File: src/rtl/fc_pkg.sv
// Shared definitions for the FC2 sequencer: FSM encoding and layer geometry.
package fc_pkg;

    typedef enum logic [2:0] {
        ST_IDLE   = 3'd0,
        ST_CLEAR  = 3'd1,
        ST_RUN    = 3'd2,
        ST_DRAIN  = 3'd3,
        ST_BIAS   = 3'd4,
        ST_RESULT = 3'd5
    } fc2_state_t;

    localparam int FC2_N_IN        = 84;
    localparam int FC2_N_OUT       = 10;
    localparam int FC2_MEM_LATENCY = 1;

endpackage

File: src/rtl/fc2_addr_counter.sv
// Loadable up-counter for the shared read address; saturates at LAST and flags it.
module fc2_addr_counter #(
    parameter int WIDTH = 7,
    parameter int LAST  = 83
) (
    input  logic             clk,
    input  logic             reset,
    input  logic             load,
    input  logic             inc,
    output logic [WIDTH-1:0] count,
    output logic             tc
);

    localparam logic [WIDTH-1:0] LAST_V = WIDTH'(LAST);

    assign tc = (count == LAST_V);

    always_ff @(posedge clk) begin
        if (reset) begin
            count <= '0;
        end else if (load) begin
            count <= '0;
        end else if (inc && !tc) begin
            count <= count + 1'b1;
        end
    end

endmodule

File: src/rtl/fc2_sequencer.sv
// FC2 layer sequencer: streams N_IN activations into the multiplier bank and
// strobes the accumulators. Optional bias cycle enabled by defining FC2_BIAS_EN.
module fc2_sequencer
    import fc_pkg::*;
#(
    parameter int DATA_WIDTH = 32,
    parameter int N_IN       = FC2_N_IN,
    parameter int ADDR_WIDTH = 7
) (
    input  logic                  clk,
    input  logic                  reset,
    input  logic                  start,
    output logic                  busy,
    output logic [ADDR_WIDTH-1:0] rd_addr,
    output logic                  rd_en,
    input  logic [DATA_WIDTH-1:0] act_rdata,
    output logic [DATA_WIDTH-1:0] mult_data_in,
    output logic                  acc_clear,
    output logic                  acc_en,
    output logic                  bias_sel,
    output logic                  res_valid,
    input  logic                  res_ready,
    output logic [2:0]            fsm_state
);

    // Handshake: results are transferred on any rising edge where res_valid
    // and res_ready are both high; res_valid stays high until that edge.

    fc2_state_t state;
    logic       drain_last;
    logic       bias_q;
    logic       rd_en_d;
    logic       acc_pipe;
    logic       addr_tc;

    fc2_addr_counter #(
        .WIDTH (ADDR_WIDTH),
        .LAST  (N_IN - 1)
    ) u_addr (
        .clk   (clk),
        .reset (reset),
        .load  (state == ST_IDLE && start),
        .inc   (state == ST_RUN),
        .count (rd_addr),
        .tc    (addr_tc)
    );

    assign busy      = (state != ST_IDLE);
    assign fsm_state = state;
    assign bias_sel  = bias_q;
    assign acc_en    = acc_pipe | bias_q;

    always_ff @(posedge clk) begin
        if (reset) begin
            state      <= ST_IDLE;
            drain_last <= 1'b0;
            bias_q     <= 1'b0;
            rd_en      <= 1'b0;
            acc_clear  <= 1'b0;
            res_valid  <= 1'b0;
        end else begin
            case (state)
                ST_IDLE: begin
                    if (start) begin
                        state     <= ST_CLEAR;
                        acc_clear <= 1'b1;
                    end
                end
                ST_CLEAR: begin
                    acc_clear <= 1'b0;
                    rd_en     <= 1'b1;
                    state     <= ST_RUN;
                end
                ST_RUN: begin
                    if (addr_tc) begin
                        rd_en      <= 1'b0;
                        drain_last <= 1'b0;
                        state      <= ST_DRAIN;
                    end
                end
                ST_DRAIN: begin
                    // Two cycles let the last read reach the accumulators.
                    if (drain_last) begin
`ifdef FC2_BIAS_EN
                        bias_q    <= 1'b1;
                        state     <= ST_BIAS;
`else
                        res_valid <= 1'b1;
                        state     <= ST_RESULT;
`endif
                    end else begin
                        drain_last <= 1'b1;
                    end
                end
                ST_BIAS: begin
                    bias_q    <= 1'b0;
                    res_valid <= 1'b1;
                    state     <= ST_RESULT;
                end
                ST_RESULT: begin
                    if (res_ready) begin
                        res_valid <= 1'b0;
                        state     <= ST_IDLE;
                    end
                end
                default: state <= ST_IDLE;
            endcase
        end
    end

    // Read data arrives one cycle after rd_en; the product is accumulated one cycle later.
    always_ff @(posedge clk) begin
        if (reset) begin
            rd_en_d      <= 1'b0;
            acc_pipe     <= 1'b0;
            mult_data_in <= '0;
        end else begin
            rd_en_d  <= rd_en;
            acc_pipe <= rd_en_d;
            if (rd_en_d) begin
                mult_data_in <= act_rdata;
            end
        end
    end

endmodule

File: config.mk
export PLATFORM = sky130hd
export DESIGN_NAME = fc2_sequencer
export DESIGN_NICKNAME = d
export VERILOG_FILES = /design/src/rtl/fc_pkg.sv /design/src/rtl/fc2_addr_counter.sv /design/src/rtl/fc2_sequencer.sv
export SDC_FILE = /design/constraint.sdc
export NUM_CORES = 1
export LEC_CHECK = 0
export ABC_AREA = 1
export CAP_MARGIN = 25
export CORE_ASPECT_RATIO = 0.5
export CORE_MARGIN = 10
export CORE_UTILIZATION = 55
export CTS_CLUSTER_SIZE = 24
export DETAILED_ROUTE_END_ITERATION = 7
export DONT_BUFFER_PORTS = 1
export PLACE_DENSITY = 0.8
export SETUP_SLACK_MARGIN = 0.2
export SYNTH_ARGS = -nofsm -noshare
export SYNTH_HDL_FRONTEND = slang
export SYNTH_SLANG_ARGS = --single-unit
File: constraint.sdc
create_clock -name clk -period 1.3 [get_ports clk]
set_input_delay 0.26 -clock clk [delete_from_list [all_inputs] [get_ports clk]]
set_output_delay 0.26 -clock clk [all_outputs]
set_load 0.005 [all_outputs]
==> impl_metrics.csv, run 1 <==
group,metric,value,unit
cts,clock_latency,0.29,ns
finish,antenna_cells,0,
flow_run,warnings,29,
global_routing,grt_pass1_wl,7652,um
worst_hold_path,hold_path_depth,1,
power,p_seq_share,52.8,%
power,swShare,35.38,%
finish,final_layout_size_suffix_gt1_share,19.78,%
synthesis,ys_seq_share,51.20,%
cts,clock-sinks,48,
synthesis,ys_cells,258,
timing,fmax,855.3,MHz
global_routing,grt_overflow,0,
critical_path,rrSetupSlack,0.13,ns
finish,nFillCells,273,
finish,signal_buffers,13,
power,peakVddDrop,0.9042,mV
cts,ctsLongestPathBuffers,2,
floorplanning,fp.dieH,61.31,um
synthesis,yosysTopAreaCell,"dfxtp_1",
critical_path,r2r_cells,8,
power,p_comb_share,24.5,%
placement,placed_area,1971,um2
cts,cts-buffers-inserted,5,
outcome,status,"finished clean",
route,vias_per_cell,5.250,
synthesis,netlist_area,1877,um2
worst_hold_path,min_to,"fsm_state[2]",
critical_path,path_class,"reg2reg",
synthesis,synthTopCellsByCount,"78 x nor2_1, 48 x dfxtp_1, 36 x o21ai_0, 35 x nand2_1, 17 x inv_1",
power,seq-power,2.13,mW
synthesis,syn_nets,295,
placement,place.gp.congestion,0.8419,
synthesis,top_logic_kind,"simple AND/OR/NAND/NOR gates",
critical_path,start_kind,"flip-flop",
finish,synthToLayoutAreaGrowth,14.80,%
power,power_density,1878,nW/um2
finish,comb_cells,179,
critical_path,r2r-end,"fsm_state[1]",
floorplanning,die_x,102.6,um
synthesis,compound_area_share,12.73,%
timing,whs,0.01922,ns
finish,buf_share,4.530,%
synthesis,ys_types,20,
power,leakagePower,0.9306,nW
floorplanning,rows,14,
[run 1: how the worst max path moves through the flow]
stage	from	to	slack, ns	depth (start not counted)
floorplan	u_addr.count[0]	fsm_state[1]	0.14	9
global placement	u_addr.count[1]	u_addr.count[4]	0.05	9
detailed placement	u_addr.count[1]	u_addr.count[4]	0.005	9
CTS	u_addr.count[1]	u_addr.count[4]	0.13	9
global route	u_addr.count[1]	fsm_state[0]	0.04	9
finish	u_addr.count[1]	fsm_state[1]	0.13	8
[run 1: cell usage in the layout, fill, tap and decap left out]
cell / count
nand2_4: 1
nand4_1: 3
nor2_1: 72
o21ai_1: 4
nand3_1: 5
dfxtp_1: 38
o21ai_2: 1
clkinvlp_4: 1
a21oi_2: 1
inv_2: 3
nand2_2: 5
buf_4: 13
nor3_1: 1
o21ai_0: 32
dfxtp_4: 4
nand3b_1: 3
nand2_1: 31
inv_4: 3
conb_1: 1
xor2_1: 1
nand3_4: 1
dfxtp_2: 6
inv_1: 15
a21oi_1: 9
nor2_4: 1
clkbuf_8: 6
ha_4: 1
nor2_2: 6
[run 1: metal layers]
layer	vias up	share of wire, %	track usage [%]
met5	-	0	0
li1	824	-	-
met2	56	51	27.35
met4	0	0.74	4.781
met1	733	40	16.84
met3	4	8.2	5.810
[run 1: flip-flops by register name, indices dropped and copies added (netlist names)]
signal        count
mult_data_in     32
u_addr.count      7
fsm_state         3
acc_clear         1
acc_pipe          1
drain_last        1
rd_en             1
rd_en_d           1
res_valid         1
[run 1: timing repair]
item,4_1_cts,5_1_grt
resized,21,9
buffers inserted,1,1
setup endpoints to repair,21,15
gates cloned,1,0
pin swaps,13,1
hold endpoints to repair,0,0
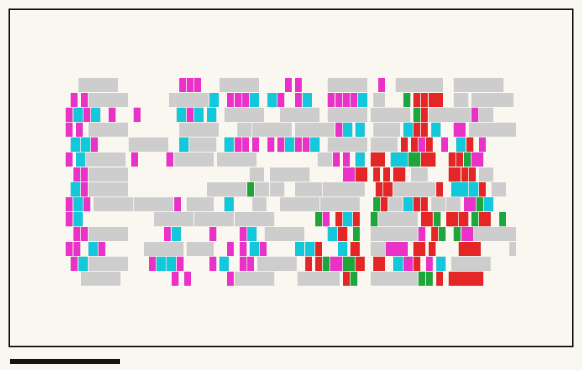
Fig. 1. Selected gate families (run 1).
The bar under the picture is 20 um long.
nor cells: drawn in magenta, cells 80, most used nor2_1. inv cells: drawn in green, cells 20, most used inv_1. nand cells: drawn in red, cells 49, most used nand2_1, where east. aoi and oai cells: drawn in cyan, cells 47, most used o21ai_0.
Comb/total area: 39.31%
Top cell excl fill/tap: nor2_1
Post-Layout Cell Count: 308

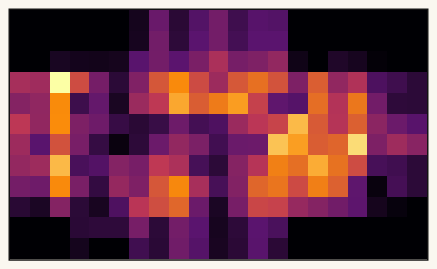
Fig. 2. Wiring heat map (run 1).
The die is cut into 21 by 12 equal tiles; black is low, pale yellow is high, scaled to the fullest tile. Values are wire area over tile area, all layers added.
The fullest tile reaches 0.46. 22% of the tiles are nearly empty. The densest ninth of the die: east.

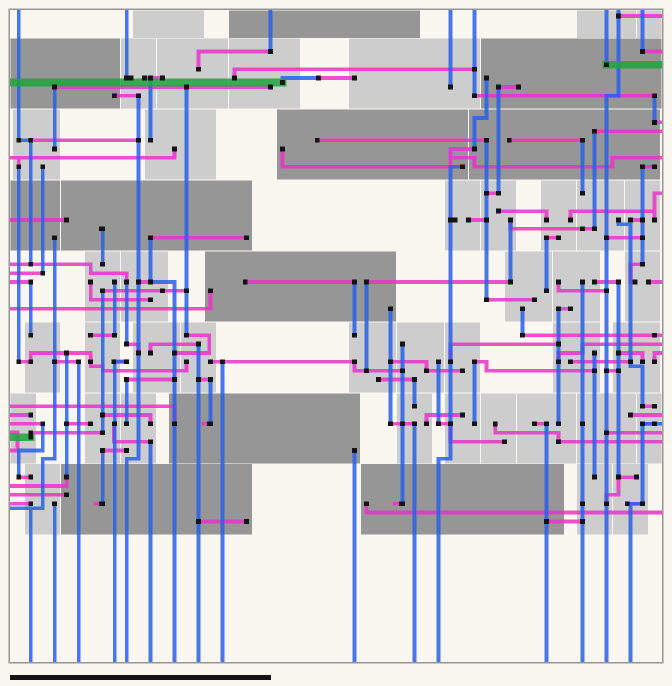
Fig. 3. A small window of the routed layout (run 1).
The bar under the picture is 10 um long. Window x 39 to 64, y 6 to 31 um. Cells in gray, sequential cells in the stronger gray; small squares are vias.
M2: drawn in blue. M3: drawn in green. M1: drawn in magenta.
Most frequent: nor2_1 (8), dfxtp_1 (7), nand2_1 (6). Netlist names of flops here include `mult_data_in` (3). Sequential cells in the window: 9. 46 logic cells have their middle in the window.

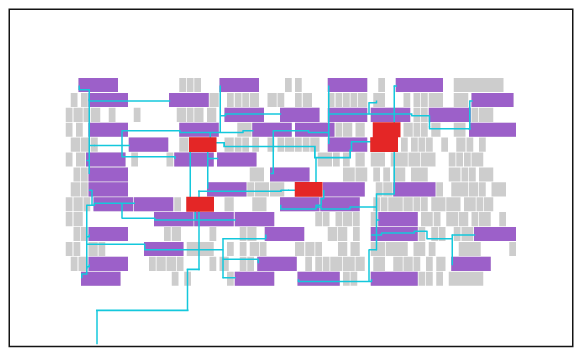
Fig. 4. Clock wires, drivers and flops (run 1).
clock-net drivers: drawn in red, count 5. clock wires: drawn in cyan, length 513 um. flip-flops: drawn in purple, count 48.
There are 6 routed clock nets.

==> run 2, diff against run 1 <==
--- a/config.mk
+++ b/config.mk
@@ -6,15 +6,16 @@
 export NUM_CORES = 1
 export LEC_CHECK = 0
 export ABC_AREA = 1
+export ABC_CLOCK_PERIOD_IN_PS = 1300
 export CAP_MARGIN = 25
 export CORE_ASPECT_RATIO = 0.5
 export CORE_MARGIN = 10
-export CORE_UTILIZATION = 55
+export CORE_UTILIZATION = 37
 export CTS_CLUSTER_SIZE = 24
 export DETAILED_ROUTE_END_ITERATION = 7
-export DONT_BUFFER_PORTS = 1
-export PLACE_DENSITY = 0.8
+export PLACE_DENSITY = 0.82
 export SETUP_SLACK_MARGIN = 0.2
+export SLEW_MARGIN = 25
 export SYNTH_ARGS = -nofsm -noshare
 export SYNTH_HDL_FRONTEND = slang
 export SYNTH_SLANG_ARGS = --single-unit
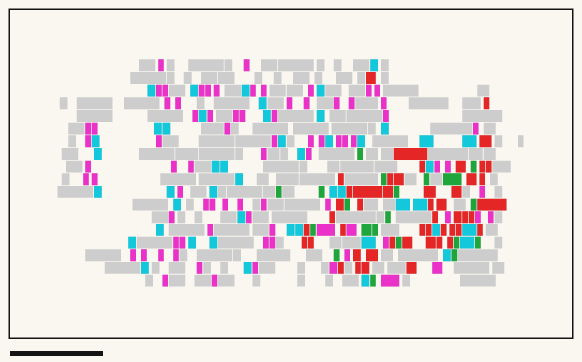
Fig. 5. Selected gate families (run 2).
The bar under the picture is 20 um long.
nand cells: drawn in red, cells 49, most used nand2_1. nor cells: drawn in magenta, cells 80, most used nor2_1. inv cells: drawn in green, cells 20, most used inv_1. aoi and oai cells: drawn in cyan, cells 47, most used o21ai_0.

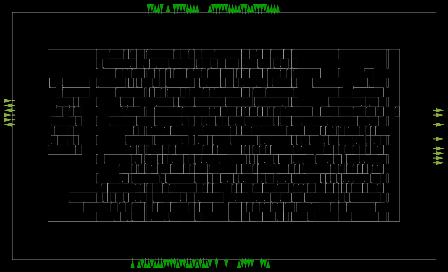
Fig. 6. Placed standard cells (run 2).
row count: 18
Core Util, Final: 60.32%
Flops: 48

==> impl_metrics.csv, run 2 <==
group,metric,value,unit
power,power_density,1605,nW/um2
synthesis,synthTopCellsByCount,"78 x nor2_1, 48 x dfxtp_1, 36 x o21ai_0, 35 x nand2_1, 17 x inv_1",
route,vias_per_cell,4.728,
route,routed-wl-met2,3652,um
outcome,status,"finished clean",
critical_path,start_kind,"flip-flop",
route,dr.max_layer_used,"met4",
cts,clock_latency,0.30,ns
timing,fmax,780.9,MHz
finish,regMostFlops,"mult_data_in",
synthesis,netlist_area,1877,um2
power,leakagePower,1.395,nW
global_routing,grt_overflow,0,
cts,ctsLongestPathBuffers,2,
global_routing,grt_use_met3,3.128,%
floorplanning,fp.dieH,70.36,um
synthesis,ys_types,20,
cts,clock-sinks,48,
synthesis,syn_nets,295,
global_routing,use_met1,14.48,%
placement,place.gp.congestion,0.8364,
run 2: cell count changes in the layout (fill, tap and decap cells not counted), moves of 3 or more:
cell / change
dfxtp_2: +33
clkdlybuf4s50_1: +35
dfxtp_1: -35
nor2_1: +3
buf_6: +5
buf_4: +6
a21oi_1: -4
nor2_2: -4
a21oi_2: +4
clkbuf_2: +5
buf_2: +41
run 2: worst paths after layout:
kind                     end  cells after the start  slack [ns]          from
setup reg to reg  drain_last                      7        0.02  fsm_state[0]
hold reg to reg      rd_en_d                      2        0.47         rd_en
setup / recovery  drain_last                      7        0.02  fsm_state[0]
hold / removal       rd_en_d                      2        0.47         rd_en
run 2: cells by family after synthesis:
logic type                 synth area share (%)
adders and majority gates                0.6666
buffers and inverters                     7.400
xor gates and xnor gates                 0.4668
DFF                                       51.20
AOI/OAI and AO/OA                         12.73
other                                    0.1998
and+or+nand+nor                           27.33
run 2: area by class of cell:
type | instances | area, um2 | area share (%)
clock inverter | 3 | 18.77 | 0.6337
multi-input combinational | 179 | 889.6 | 30.04
sequential | 48 | 1032 | 34.85
clock buffer | 5 | 68.82 | 2.324
timing repair buffer | 105 | 779.5 | 26.32
tap | 70 | 87.58 | 2.957
inverter | 20 | 85.08 | 2.873
run 2: power breakdown:
group,internal (mW),switching [mW],leakage (nW)
clock network,0.376,0.515,0.0479
logic,0.819,0.997,0.934
registers,1.85,0.194,0.413
run 2: what timing repair did:
item / in CTS / in global routing
endpoints found under the hold margin: 0 / 0
pin swaps: 15 / 5
gates cloned: 1 / 0
buffers inserted: 8 / 2
resized: 235 / 31
setup endpoints to repair: 59 / 51
run 2: per-stage QoR:
stage / cells / area, um2
global placement: 411 / 2844
global route: 430 / 2962
finish: 430 / 2962
floorplan: 258 / 1902
CTS: 428 / 2953
detailed placement: 411 / 2844
==> run 3, diff against run 2 <==
--- a/config.mk
+++ b/config.mk
@@ -5,16 +5,14 @@
 export SDC_FILE = /design/constraint.sdc
 export NUM_CORES = 1
 export LEC_CHECK = 0
-export ABC_AREA = 1
 export ABC_CLOCK_PERIOD_IN_PS = 1300
-export CAP_MARGIN = 25
 export CORE_ASPECT_RATIO = 0.5
 export CORE_MARGIN = 10
 export CORE_UTILIZATION = 37
 export CTS_CLUSTER_SIZE = 24
 export DETAILED_ROUTE_END_ITERATION = 7
 export PLACE_DENSITY = 0.82
-export SETUP_SLACK_MARGIN = 0.2
+export SETUP_SLACK_MARGIN = 0.4
 export SLEW_MARGIN = 25
 export SYNTH_ARGS = -nofsm -noshare
 export SYNTH_HDL_FRONTEND = slang
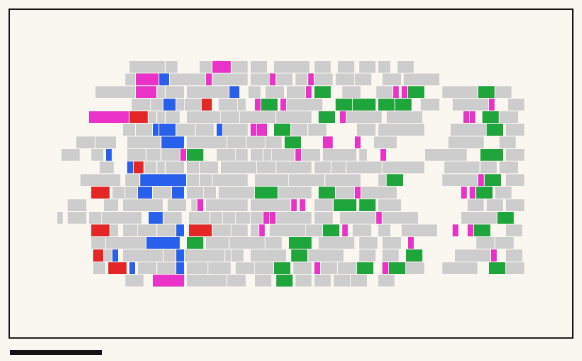
Fig. 7. Selected gate families (run 3).
The bar under the picture is 20 um long.
Comb/total area: 28.76%
Post-Layout Cell Count: 383
Top cell excl fill/tap: buf_6

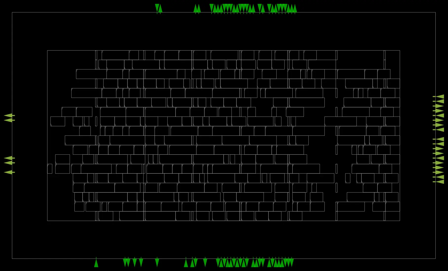
Fig. 8. Placed standard cells (run 3).
number of fillers in the final layout: 308
Seq/total area: 28.80%
Core Util, Final: 73.13%
well-tap cell count: 70

==> impl_metrics.csv, run 3 <==
group,metric,value,unit
power,powerClk,1.02,mW
finish,final_layout_size_suffix_gt1_share,56.23,%
timing,worst_slack,-0.2132,ns
placement,place.gp.congestion,0.8123,
route,vias_per_cell,5.123,
flow_run,warnings,29,
finish,largest_register_ffs,32,
global_routing,grt_overflow,0,
power,comb_cell_power,0.676,mW
global_routing,grt_use_met3,3.721,%
critical_path,r2r_cells,6,
synthesis,yosysTopAreaCell,"dfxtp_1",
finish,fin_area,3623,um2
synthesis,syn_nets,228,
cts,cts-buffers-inserted,5,
outcome,violations,"setup timing",
power,p_sw,0.8330,mW
outcome,status,"finished with violations",
power,p_int,2.423,mW
timing,setup_viol,11,
power,p_comb_share,20.8,%
route,met1_length,2777,um
power,p_seq_share,48.0,%
power,peakVddDrop,0.5624,mV
synthesis,netlist_area,1908,um2
global_routing,use_met2,27.64,%
floorplanning,fp.dieH,70.78,um
global_routing,grt_pass1_wl,9949,um
route,routed-wl-met2,4183,um
power,swShare,25.58,%
worst_hold_path,min_to,"acc_clear",
placement,place_inst,351,
worst_hold_path,hold_path_startpoint,"reset",
synthesis,ys_cells,191,
-- run 3: area by class of cell --
type	instances	share of cell area [%]
Clock buffer	7	2.693
Sequential cell	48	28.80
Tap cell	70	2.417
Inverter	1	0.1036
Multi-Input combinational cell	130	28.76
Timing Repair Buffer	126	37.09
Clock inverter	1	0.1381
-- run 3: kinds of logic after synthesis --
logic type	after synthesis	synth area share (%)
AOI/OAI and AO/OA	25	8.460
adders and majority gates	1	0.6556
buffers and inverters	13	3.017
DFF	48	50.36
muxes	34	17.84
other	1	0.1965
and+or+nand+nor	69	19.48
-- run 3: what timing repair did --
action	4_1_cts	5_1_grt
pin swaps	13	14
gates resized	289	32
cloned	1	2
buffers inserted	11	10
endpoints found under the setup margin	94	94
-- run 3: how the worst max path moves through the flow --
stage,start,to,cells after the start
6_report,u_addr.count[0],u_addr.count[1],6
5_1_grt,u_addr.count[0],u_addr.count[1],6
4_1_cts,fsm_state[0],u_addr.count[6],4
3_5_place_dp,start,u_addr.count[0],4
3_3_place_gp,start,u_addr.count[1],4
2_1_floorplan,u_addr.count[1],u_addr.count[6],4
-- run 3: through the flow --
| step | power [mW] | utilization, % | TNS (ns) |
|---|---|---|---|
| 2_1_floorplan | 1.814 | - | -0.02182 |
| 3_3_place_gp | 2.076 | 60.83 | -3.376 |
| 3_5_place_dp | 2.092 | 60.83 | -4.559 |
| 4_1_cts | 3.122 | 67.80 | -0.7150 |
| 5_1_grt | 3.355 | 73.13 | -1.618 |
| 6_report | 3.256 | 73.13 | -1.239 |
-- run 3: worst max-delay path, cell delays in order, from the launching register on --
cell	delay (ns)
dfxtp_4	0.37
buf_6	0.10
ha_4	0.14
buf_6	0.10
nand4b_1	0.19
o211a_1	0.32
mux2i_1	0.20
Power is estimated from default activity; no workload was simulated.
